`src/rtl/dmem_lsu_arbiter_pkg.sv`:
```
// Shared types for the data-memory load/store arbiter.
// Size codes, FSM states and requester port indices.
package dmem_pkg;

  localparam logic [1:0] SZ_B = 2'd0;
  localparam logic [1:0] SZ_H = 2'd1;
  localparam logic [1:0] SZ_W = 2'd2;
  localparam logic [1:0] SZ_X = 2'd3;

  localparam int PORT_CORE = 0;
  localparam int PORT_DMA  = 1;

  typedef enum logic [2:0] {
    S_IDLE,
    S_RD,
    S_MERGE,
    S_WR,
    S_RESP
  } state_t;

endpackage

```
`src/rtl/dmem_lsu_arbiter_if.sv`:
```
// Requester and memory-side signal bundle of the data-memory arbiter.
// The slave modport is the arbiter; master is the requester/memory side.
interface dmem_lsu_arbiter_if #(
  parameter int WIDTH = 32
);
  logic [1:0]         req_valid;
  logic [1:0]         req_ready;
  logic [1:0]         req_we;
  logic [3:0]         req_size;
  logic [1:0]         req_unsigned;
  logic [2*WIDTH-1:0] req_addr;
  logic [2*WIDTH-1:0] req_wdata;
  logic [1:0]         rsp_valid;
  logic [WIDTH-1:0]   rsp_rdata;
  logic               rsp_err;
  logic [WIDTH-1:0]   mem_addr;
  logic               mem_wr;
  logic [WIDTH-1:0]   mem_wdata;
  logic [WIDTH-1:0]   mem_rdata;

  modport slave (
    input  req_valid, req_we, req_size,
    input  req_unsigned, req_addr, req_wdata,
    input  mem_rdata,
    output req_ready, rsp_valid, rsp_rdata,
    output rsp_err, mem_addr, mem_wr, mem_wdata
  );

  modport master (
    output req_valid, req_we, req_size,
    output req_unsigned, req_addr, req_wdata,
    output mem_rdata,
    input  req_ready, rsp_valid, rsp_rdata,
    input  rsp_err, mem_addr, mem_wr, mem_wdata
  );
endinterface

```
`src/rtl/dmem_lsu_arbiter_lane_fmt.sv`:
```
// Little-endian lane extract (loads) and lane merge (sub-word stores).
// Word size passes the memory word / store data through untouched.
module dmem_lane_fmt
  import dmem_pkg::*;
#(
  parameter int WIDTH = 32
) (
  input  logic [WIDTH-1:0] word,
  input  logic [1:0]       off,
  input  logic [1:0]       size,
  input  logic             uns,
  input  logic [WIDTH-1:0] wdata,
  output logic [WIDTH-1:0] ldata,
  output logic [WIDTH-1:0] sdata
);
  logic [7:0]  b;
  logic [15:0] h;

  always_comb begin
    b     = word[{off, 3'b000} +: 8];
    h     = word[{off[1], 4'b0000} +: 16];
    ldata = word;
    sdata = wdata;
    unique case (size)
      SZ_B: begin
        ldata = {{(WIDTH-8){b[7] & ~uns}}, b};
        sdata = word;
        sdata[{off, 3'b000} +: 8] = wdata[7:0];
      end
      SZ_H: begin
        ldata = {{(WIDTH-16){h[15] & ~uns}}, h};
        sdata = word;
        sdata[{off[1], 4'b0000} +: 16] = wdata[15:0];
      end
      default: ;
    endcase
  end
endmodule

```
`src/rtl/dmem_lsu_arbiter.sv`:
```
// Round-robin two-port load/store controller for a word-only
// single-port synchronous-read data memory, with RMW for sub-words.
module dmem_lsu_arbiter
  import dmem_pkg::*;
#(
  parameter int WIDTH     = 32,
  parameter int MEM_WORDS = 1024
) (
  input  logic              clk,
  input  logic              reset,
  dmem_lsu_arbiter_if.slave bus,
  output logic              busy
);
  localparam logic [WIDTH-1:0] LIMIT = WIDTH'(MEM_WORDS);

  state_t           state, nxt;
  logic             port, last_grant;
  logic             we, uns, err_q;
  logic [1:0]       size;
  logic [WIDTH-1:0] addr, wbuf, rdata_q;

  logic [1:0]       gnt;
  logic             sel, accept, a_bad, a_we, a_uns;
  logic [1:0]       a_size;
  logic [WIDTH-1:0] a_addr, a_wdata;
  logic [WIDTH-1:0] ld_val, st_val;

  always_comb begin
    gnt = '0;
    if (state == S_IDLE) begin
      unique case (1'b1)
        bus.req_valid == 2'b11:
          gnt = last_grant ? 2'b01 : 2'b10;
        bus.req_valid == 2'b01:
          gnt[PORT_CORE] = 1'b1;
        bus.req_valid == 2'b10:
          gnt[PORT_DMA] = 1'b1;
        default: ;
      endcase
    end
  end

  assign sel     = gnt[PORT_DMA];
  assign accept  = |gnt;
  assign a_we    = bus.req_we[sel];
  assign a_uns   = bus.req_unsigned[sel];
  assign a_size  = sel ? bus.req_size[3:2]
                       : bus.req_size[1:0];
  assign a_addr  = sel ? bus.req_addr[2*WIDTH-1:WIDTH]
                       : bus.req_addr[WIDTH-1:0];
  assign a_wdata = sel ? bus.req_wdata[2*WIDTH-1:WIDTH]
                       : bus.req_wdata[WIDTH-1:0];

  assign a_bad = (a_size == SZ_X)
              | ((a_size == SZ_H) & a_addr[0])
              | ((a_size == SZ_W) & (|a_addr[1:0]))
              | ({2'b00, a_addr[WIDTH-1:2]} >= LIMIT);

  always_ff @(posedge clk or posedge reset) begin
    if (reset) state <= S_IDLE;
    else       state <= nxt;
  end

  always_comb begin
    nxt = state;
    unique case (state)
      S_IDLE: begin
        if (accept) begin
          if (a_bad)
            nxt = S_RESP;
          else if (a_we && a_size == SZ_W)
            nxt = S_WR;
          else
            nxt = S_RD;
        end
      end
      S_RD:    nxt = S_MERGE;
      S_MERGE: nxt = we ? S_WR : S_RESP;
      S_WR:    nxt = S_RESP;
      S_RESP:  nxt = S_IDLE;
      default: nxt = S_IDLE;
    endcase
  end

  always_ff @(posedge clk or posedge reset) begin
    if (reset) begin
      port       <= 1'b0;
      last_grant <= 1'b1;
      we         <= 1'b0;
      uns        <= 1'b0;
      size       <= SZ_B;
      addr       <= '0;
      wbuf       <= '0;
      err_q      <= 1'b0;
      rdata_q    <= '0;
    end else begin
      if (accept) begin
        port       <= sel;
        last_grant <= sel;
        we         <= a_we;
        uns        <= a_uns;
        size       <= a_size;
        addr       <= a_addr;
        wbuf       <= a_wdata;
        err_q      <= a_bad;
      end else if (state == S_RESP) begin
        err_q <= 1'b0;
      end
      // RMW: the merged word replaces the raw store data
      if (state == S_MERGE && we)
        wbuf <= st_val;
      rdata_q <= (state == S_MERGE && !we) ? ld_val : '0;
    end
  end

  dmem_lane_fmt #(.WIDTH(WIDTH)) u_fmt (
    .word  (bus.mem_rdata),
    .off   (addr[1:0]),
    .size  (size),
    .uns   (uns),
    .wdata (wbuf),
    .ldata (ld_val),
    .sdata (st_val)
  );

  always_comb begin
    bus.rsp_valid = '0;
    if (state == S_RESP)
      bus.rsp_valid[port] = 1'b1;
  end

  assign bus.req_ready = gnt;
  assign bus.rsp_rdata = rdata_q;
  assign bus.rsp_err   = err_q;
  assign bus.mem_wr    = (state == S_WR);
  assign bus.mem_wdata = (state == S_WR) ? wbuf : '0;
  assign bus.mem_addr  = (state == S_RD || state == S_WR)
                       ? {2'b00, addr[WIDTH-1:2]} : '0;
  assign busy          = (state != S_IDLE);
endmodule

```
`src/flat_wrapper.sv`:
```
// flat-port wrapper written by rule: the top's interface ports become plain ports
module dmem_lsu_arbiter_flat import dmem_pkg::*;
#(
  parameter int WIDTH     = 32,
  parameter int MEM_WORDS = 1024
)
  (clk, reset, busy, bus_req_valid, bus_req_we, bus_req_size, bus_req_unsigned, bus_req_addr, bus_req_wdata, bus_mem_rdata, bus_req_ready, bus_rsp_valid, bus_rsp_rdata, bus_rsp_err, bus_mem_addr, bus_mem_wr, bus_mem_wdata);
  dmem_lsu_arbiter_if #(.WIDTH(WIDTH)) bus_i ();
  input  logic clk;
  input  logic reset;
  output logic busy;
  input wire logic [$bits(bus_i.req_valid)-1:0] bus_req_valid;
  input wire logic [$bits(bus_i.req_we)-1:0] bus_req_we;
  input wire logic [$bits(bus_i.req_size)-1:0] bus_req_size;
  input wire logic [$bits(bus_i.req_unsigned)-1:0] bus_req_unsigned;
  input wire logic [$bits(bus_i.req_addr)-1:0] bus_req_addr;
  input wire logic [$bits(bus_i.req_wdata)-1:0] bus_req_wdata;
  input wire logic [$bits(bus_i.mem_rdata)-1:0] bus_mem_rdata;
  output wire logic [$bits(bus_i.req_ready)-1:0] bus_req_ready;
  output wire logic [$bits(bus_i.rsp_valid)-1:0] bus_rsp_valid;
  output wire logic [$bits(bus_i.rsp_rdata)-1:0] bus_rsp_rdata;
  output wire logic [$bits(bus_i.rsp_err)-1:0] bus_rsp_err;
  output wire logic [$bits(bus_i.mem_addr)-1:0] bus_mem_addr;
  output wire logic [$bits(bus_i.mem_wr)-1:0] bus_mem_wr;
  output wire logic [$bits(bus_i.mem_wdata)-1:0] bus_mem_wdata;
  assign bus_i.req_valid = bus_req_valid;
  assign bus_i.req_we = bus_req_we;
  assign bus_i.req_size = bus_req_size;
  assign bus_i.req_unsigned = bus_req_unsigned;
  assign bus_i.req_addr = bus_req_addr;
  assign bus_i.req_wdata = bus_req_wdata;
  assign bus_i.mem_rdata = bus_mem_rdata;
  assign bus_req_ready = bus_i.req_ready;
  assign bus_rsp_valid = bus_i.rsp_valid;
  assign bus_rsp_rdata = bus_i.rsp_rdata;
  assign bus_rsp_err = bus_i.rsp_err;
  assign bus_mem_addr = bus_i.mem_addr;
  assign bus_mem_wr = bus_i.mem_wr;
  assign bus_mem_wdata = bus_i.mem_wdata;
  dmem_lsu_arbiter #(.WIDTH(WIDTH), .MEM_WORDS(MEM_WORDS)) u_core (.clk(clk), .reset(reset), .bus(bus_i), .busy(busy));
endmodule
```
`config.mk`:
```
export PLATFORM = sky130hd
export DESIGN_NAME = dmem_lsu_arbiter_flat
export DESIGN_NICKNAME = d
export VERILOG_FILES = /design/src/rtl/dmem_lsu_arbiter_pkg.sv /design/src/rtl/dmem_lsu_arbiter_if.sv /design/src/rtl/dmem_lsu_arbiter_lane_fmt.sv /design/src/rtl/dmem_lsu_arbiter.sv /design/src/flat_wrapper.sv
export SDC_FILE = /design/constraint.sdc
export NUM_CORES = 1
export LEC_CHECK = 0
export CORE_MARGIN = 2
export CORE_UTILIZATION = 43
export DETAILED_ROUTE_END_ITERATION = 12
export PLACE_DENSITY = 0.88
export REMOVE_ABC_BUFFERS = 1
export SYNTH_ARGS = -nofsm -noshare
export SYNTH_HDL_FRONTEND = slang
export SYNTH_SLANG_ARGS = --single-unit
```
`constraint.sdc`:
```
create_clock -name clk -period 3.4 [get_ports clk]
set_input_delay 0.34 -clock clk [delete_from_list [all_inputs] [get_ports clk]]
set_output_delay 0.34 -clock clk [all_outputs]
set_load 0.02 [all_outputs]
```
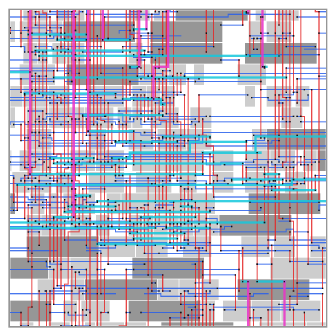
Fig. 1. Zoomed window (run 1).
Region (43, 43) to (83, 83) microns. Cells in gray, sequential cells in the stronger gray; small squares are vias.
metal 4 -> magenta
metal 1 -> blue
metal 3 -> cyan
metal 2 -> red
netlist names of flops here include = u_core.bus.rsp_rdata (11), u_core.addr (2)
cells with their middle in the window = 119
sequential cells in the window = 16
most frequent = a21oi_1 (17), dfrtp_1 (16), o21ai_0 (12)

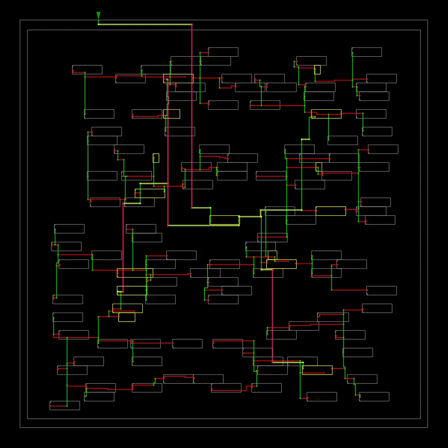
Fig. 2. The clock network (run 1).
Setup Skew: 9.21 ps
FFs & Latches: 106
number of buffers created by CTS: 9
power consumed by the clock network: 1.09 mW
number of clock sinks seen by CTS: 106

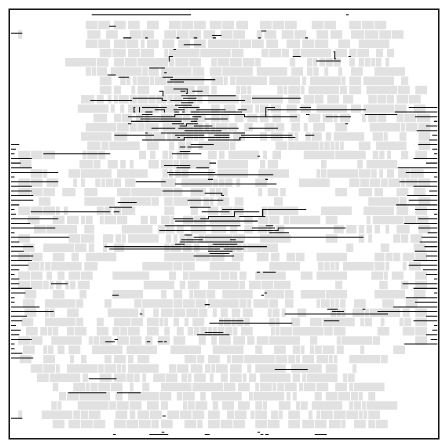
Fig. 3. Metal 3 (run 1).
wire length on this layer = 1800 microns
share of all routed wire = 7.9%
main direction = horizontal
longest straight run = 49.5 microns
Total Wirelength: 22800 microns
vias after detailed routing: 6652
met3 Resource Use GR: 0.0556

==> summary.txt, run 1 <==
run metrics: launching element type of the critical path=flip-flop, placed wire-length estimate=approximately 17000 microns, placer's final routability congestion estimate=approximately 0.95, run status=finished, final reports clean, Port Buf Inserts=around 270, worst skew pair latency=360 ps, Die Footprint=about 16000 sq um, RSZ-0062 raised after global routing=no, number of endpoints with negative hold slack in the final report=0, Top Ports=275, placement-stage cell area=9190 sq um, post-route setup slack=669 ps, area of the core=around 14000 sq um, ratio of routed vias to standard cells=roughly 5.8, drt first pass iters=6, worst-path cell with the longest stage delay=clkdlybuf4s50_1, Worst Hold Margin=about 320 ps, antenna violation net count after detailed routing=0, Critical Path Sink Type=output pin, number of OpenROAD warnings=29, final-layout setup total negative slack=0 ps, number of placed cells counting well taps=1130, fraction of layout cells with a size suffix above 1=0.0748, flip-flops with a built-in enable=0, P_leak=roughly 4.2 nW, fraction of the core area covered by cells at the end of the flow=0.656, cell-by-cell listing of the critical path=nor3_4 -> nand3_2 -> inv_1 -> clkdlybuf4s50_1, maximum clock path buffer count=2, clock group share of total power=0.269, master cell of the clock root buffer=clkbuf_16, share of flip-flops with an asynchronous set or reset=1.00, worst setup timing slack at the placement stage=~940 ps, largest cells by area after synthesis=dfrtp_1 (41%), nand2_1 (5.9%), mux2i_1 (4.9%), a21oi_1 (4.5%), mux2_2 (4.3%)
run 1: logic make-up after synthesis:
kind of cell             share of synthesized area
multiplexers                                0.0968
AND/OR/NAND/NOR                              0.190
AND-OR/OR-AND                                0.223
buffers and inverters                       0.0609
other                                     0.000591
adder cells (fa/ha/maj)                    0.00986
flip-flops                                   0.418
run 1: cell type report:
type,instances,area [sq um]
Fill cell,1177,4990
Clock inverter,5,52.6
Inverter,32,123
Sequential cell,106,2650
Multi-Input combinational cell,519,3320
Tap cell,184,230
Clock buffer,11,253
Timing Repair Buffer,289,2860
run 1: power groups by stage:
stage / Clock, mW / Sequential, mW / Combinational, mW
after floorplan: 0 / 1.65 / 0.730
after global placement: 0 / 1.65 / 1.25
after detailed placement: 0 / 1.66 / 1.29
after CTS: 1.10 / 1.63 / 1.29
after global routing: 1.15 / 1.67 / 1.42
final: 1.09 / 1.64 / 1.31
run 1: worst paths after layout:
path / start / endpoint / slack, ps / depth (start not counted)
setup reg to reg: u_core.state[2]$_DFFE_PP0P_ / u_core.wbuf[2]$_DFFE_PP0P_ / 880 / 5
min in group clk: u_core.wbuf[19]$_DFFE_PP0P_ / u_core.wbuf[19]$_DFFE_PP0P_ / 470 / 1
hold reg to reg: u_core.wbuf[19]$_DFFE_PP0P_ / u_core.wbuf[19]$_DFFE_PP0P_ / 470 / 1
setup / recovery: u_core.state[2]$_DFFE_PP0P_ / bus_req_ready[0] / 670 / 4
max in group asynchronous: reset / u_core.bus.rsp_rdata[4]$_DFF_PP0_ / 2300 / 3
hold / removal: reset / u_core.addr[2]$_DFFE_PP0P_ / 320 / 2
run 1: metal layers:
metal | track usage | part of all wire
met4 | 0.143 | 0.044
met2 | 0.444 | 0.47
met3 | 0.0556 | 0.079
met1 | 0.373 | 0.41
met5 | 0 | 0
==> inputs of run 2 (changes only) <==
CORE_UTILIZATION = 39   (was 43)
PLACE_DENSITY = 0.85   (was 0.88)
clock period = 2.5 ns   (was 3.4 ns; I/O delays follow)
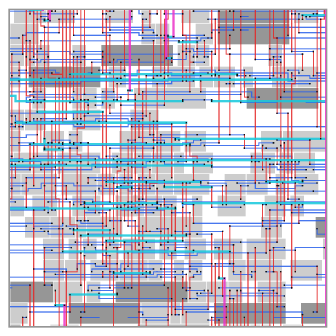
Fig. 4. Zoomed window (run 2).
Region (46, 46) to (86, 86) microns. Cells in gray, sequential cells in the stronger gray; small squares are vias.
metal 2 -> red
metal 3 -> cyan
metal 1 -> blue
metal 4 -> magenta
most frequent = a21oi_1 (16), buf_4 (13), dfrtp_1 (9)
cells with their middle in the window = 120
netlist names of flops here include = u_core.bus.rsp_rdata (7)
sequential cells in the window = 9

==> summary.txt, run 2 <==
run metrics: sequential power=about 2.3 mW, worst-path cell with the longest stage delay=clkdlybuf4s50_1, clock group share of total power=0.271, busiest layer in global routing=met2, placement-stage cell area=9340 sq um, met1 layer usage reported by global route=0.356, number of placed cells counting well taps=about 1200, number of OpenROAD warnings=29, launching element type of the critical path=flip-flop, Die Footprint=~17000 sq um, Worst Hold Margin=about 280 ps, placer's final routability congestion estimate=between 0.9 and 1, final-layout setup total negative slack=0 ps, met2 Resource Use GR=0.426, worst setup timing slack at the placement stage=~280 ps, run status=finished, final reports clean, area of the core=~16000 sq um, worst reg-to-reg setup slack=350 ps, RSZ-0062 raised after global routing=no, flip-flops with a built-in enable=0, share of flip-flops with an asynchronous set or reset=1.00, maximum clock path buffer count=2, master cell of the clock root buffer=clkbuf_16, drt first pass iters=5, fraction of layout cells with a size suffix above 1=0.0872, Top Ports=roughly 280, antenna violation net count after detailed routing=0, number of endpoints with negative hold slack in the final report=0, Critical Path Sink Type=output pin, number of buffers created by CTS=9, ratio of routed vias to standard cells=approximately 5.5, Reg2Reg Capture Point=u_core.wbuf[16]$_DFFE_PP0P_, placed wire-length estimate=17800 microns
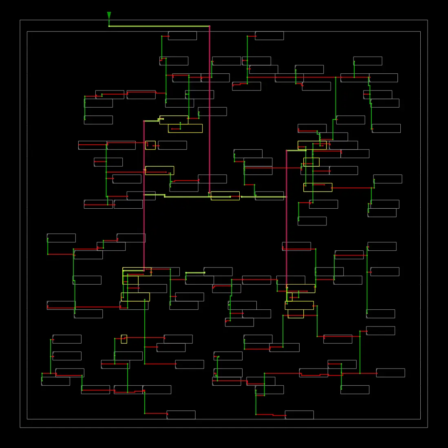
Fig. 5. The clock network (run 2).
worst skew pair latency: 350 ps
Setup Skew: 9.76 ps
# clk buffers: 12
power consumed by the clock network: 1.51 mW

run 2: worst max-delay path by stage:
stage | from | endpoint | slack (ps) | cells past startpoint
2_1_floorplan | reset | u_core.addr[0]$_DFFE_PP0P_ | -540 | 1
3_3_place_gp | bus_req_valid[0] | bus_req_ready[1] | 310 | 5
3_5_place_dp | bus_req_valid[0] | bus_req_ready[1] | 280 | 5
4_1_cts | u_core.state[2]$_DFFE_PP0P_ | bus_mem_wdata[9] | 6 | 5
5_1_grt | u_core.state[2]$_DFFE_PP0P_ | bus_mem_wdata[15] | 5 | 5
6_report | u_core.state[2]$_DFFE_PP0P_ | bus_mem_wdata[15] | 120 | 5
run 2: worst register-to-register path, stage by stage, from the launching register on:
cell	delay, ps
dfrtp_1	380
inv_1	150
ha_1	290
nor2b_1	170
a41o_1	360
a221oi_1	450
a311oi_1	80
a21o_1	170
run 2: routing by layer:
metal,up-vias,routed length [microns]
li1,3094,-
met1,3121,9790
met2,339,11000
met3,59,1720
met4,0,799
met5,-,0
run 2: final cells by class:
| cell class | count | area, sq um | area share |
|---|---|---|---|
| Multi-Input combinational cell | 519 | 3320 | 0.343 |
| Timing Repair Buffer | 302 | 2980 | 0.309 |
| Sequential cell | 106 | 2650 | 0.274 |
| Tap cell | 216 | 270 | 0.0280 |
| Clock buffer | 12 | 267 | 0.0276 |
| Inverter | 32 | 125 | 0.0129 |
| Clock inverter | 4 | 48.8 | 0.00505 |
| Antenna cell | 1 | 2.50 | 0.000259 |
run 2: logic make-up (layout without fill, tap and decap cells):
family | count (synthesis) | after routing | share of synthesized area
compound gates | 221 | 221 | 0.223
fa+ha+maj | 5 | 5 | 0.00986
buf+inv | 92 | 350 | 0.0609
flops | 106 | 106 | 0.418
mux | 57 | 57 | 0.0968
other cells | 1 | 3 | 0.000591
simple gates | 234 | 234 | 0.190
Power figures rest on the tool's default switching activity, not on a simulated workload.
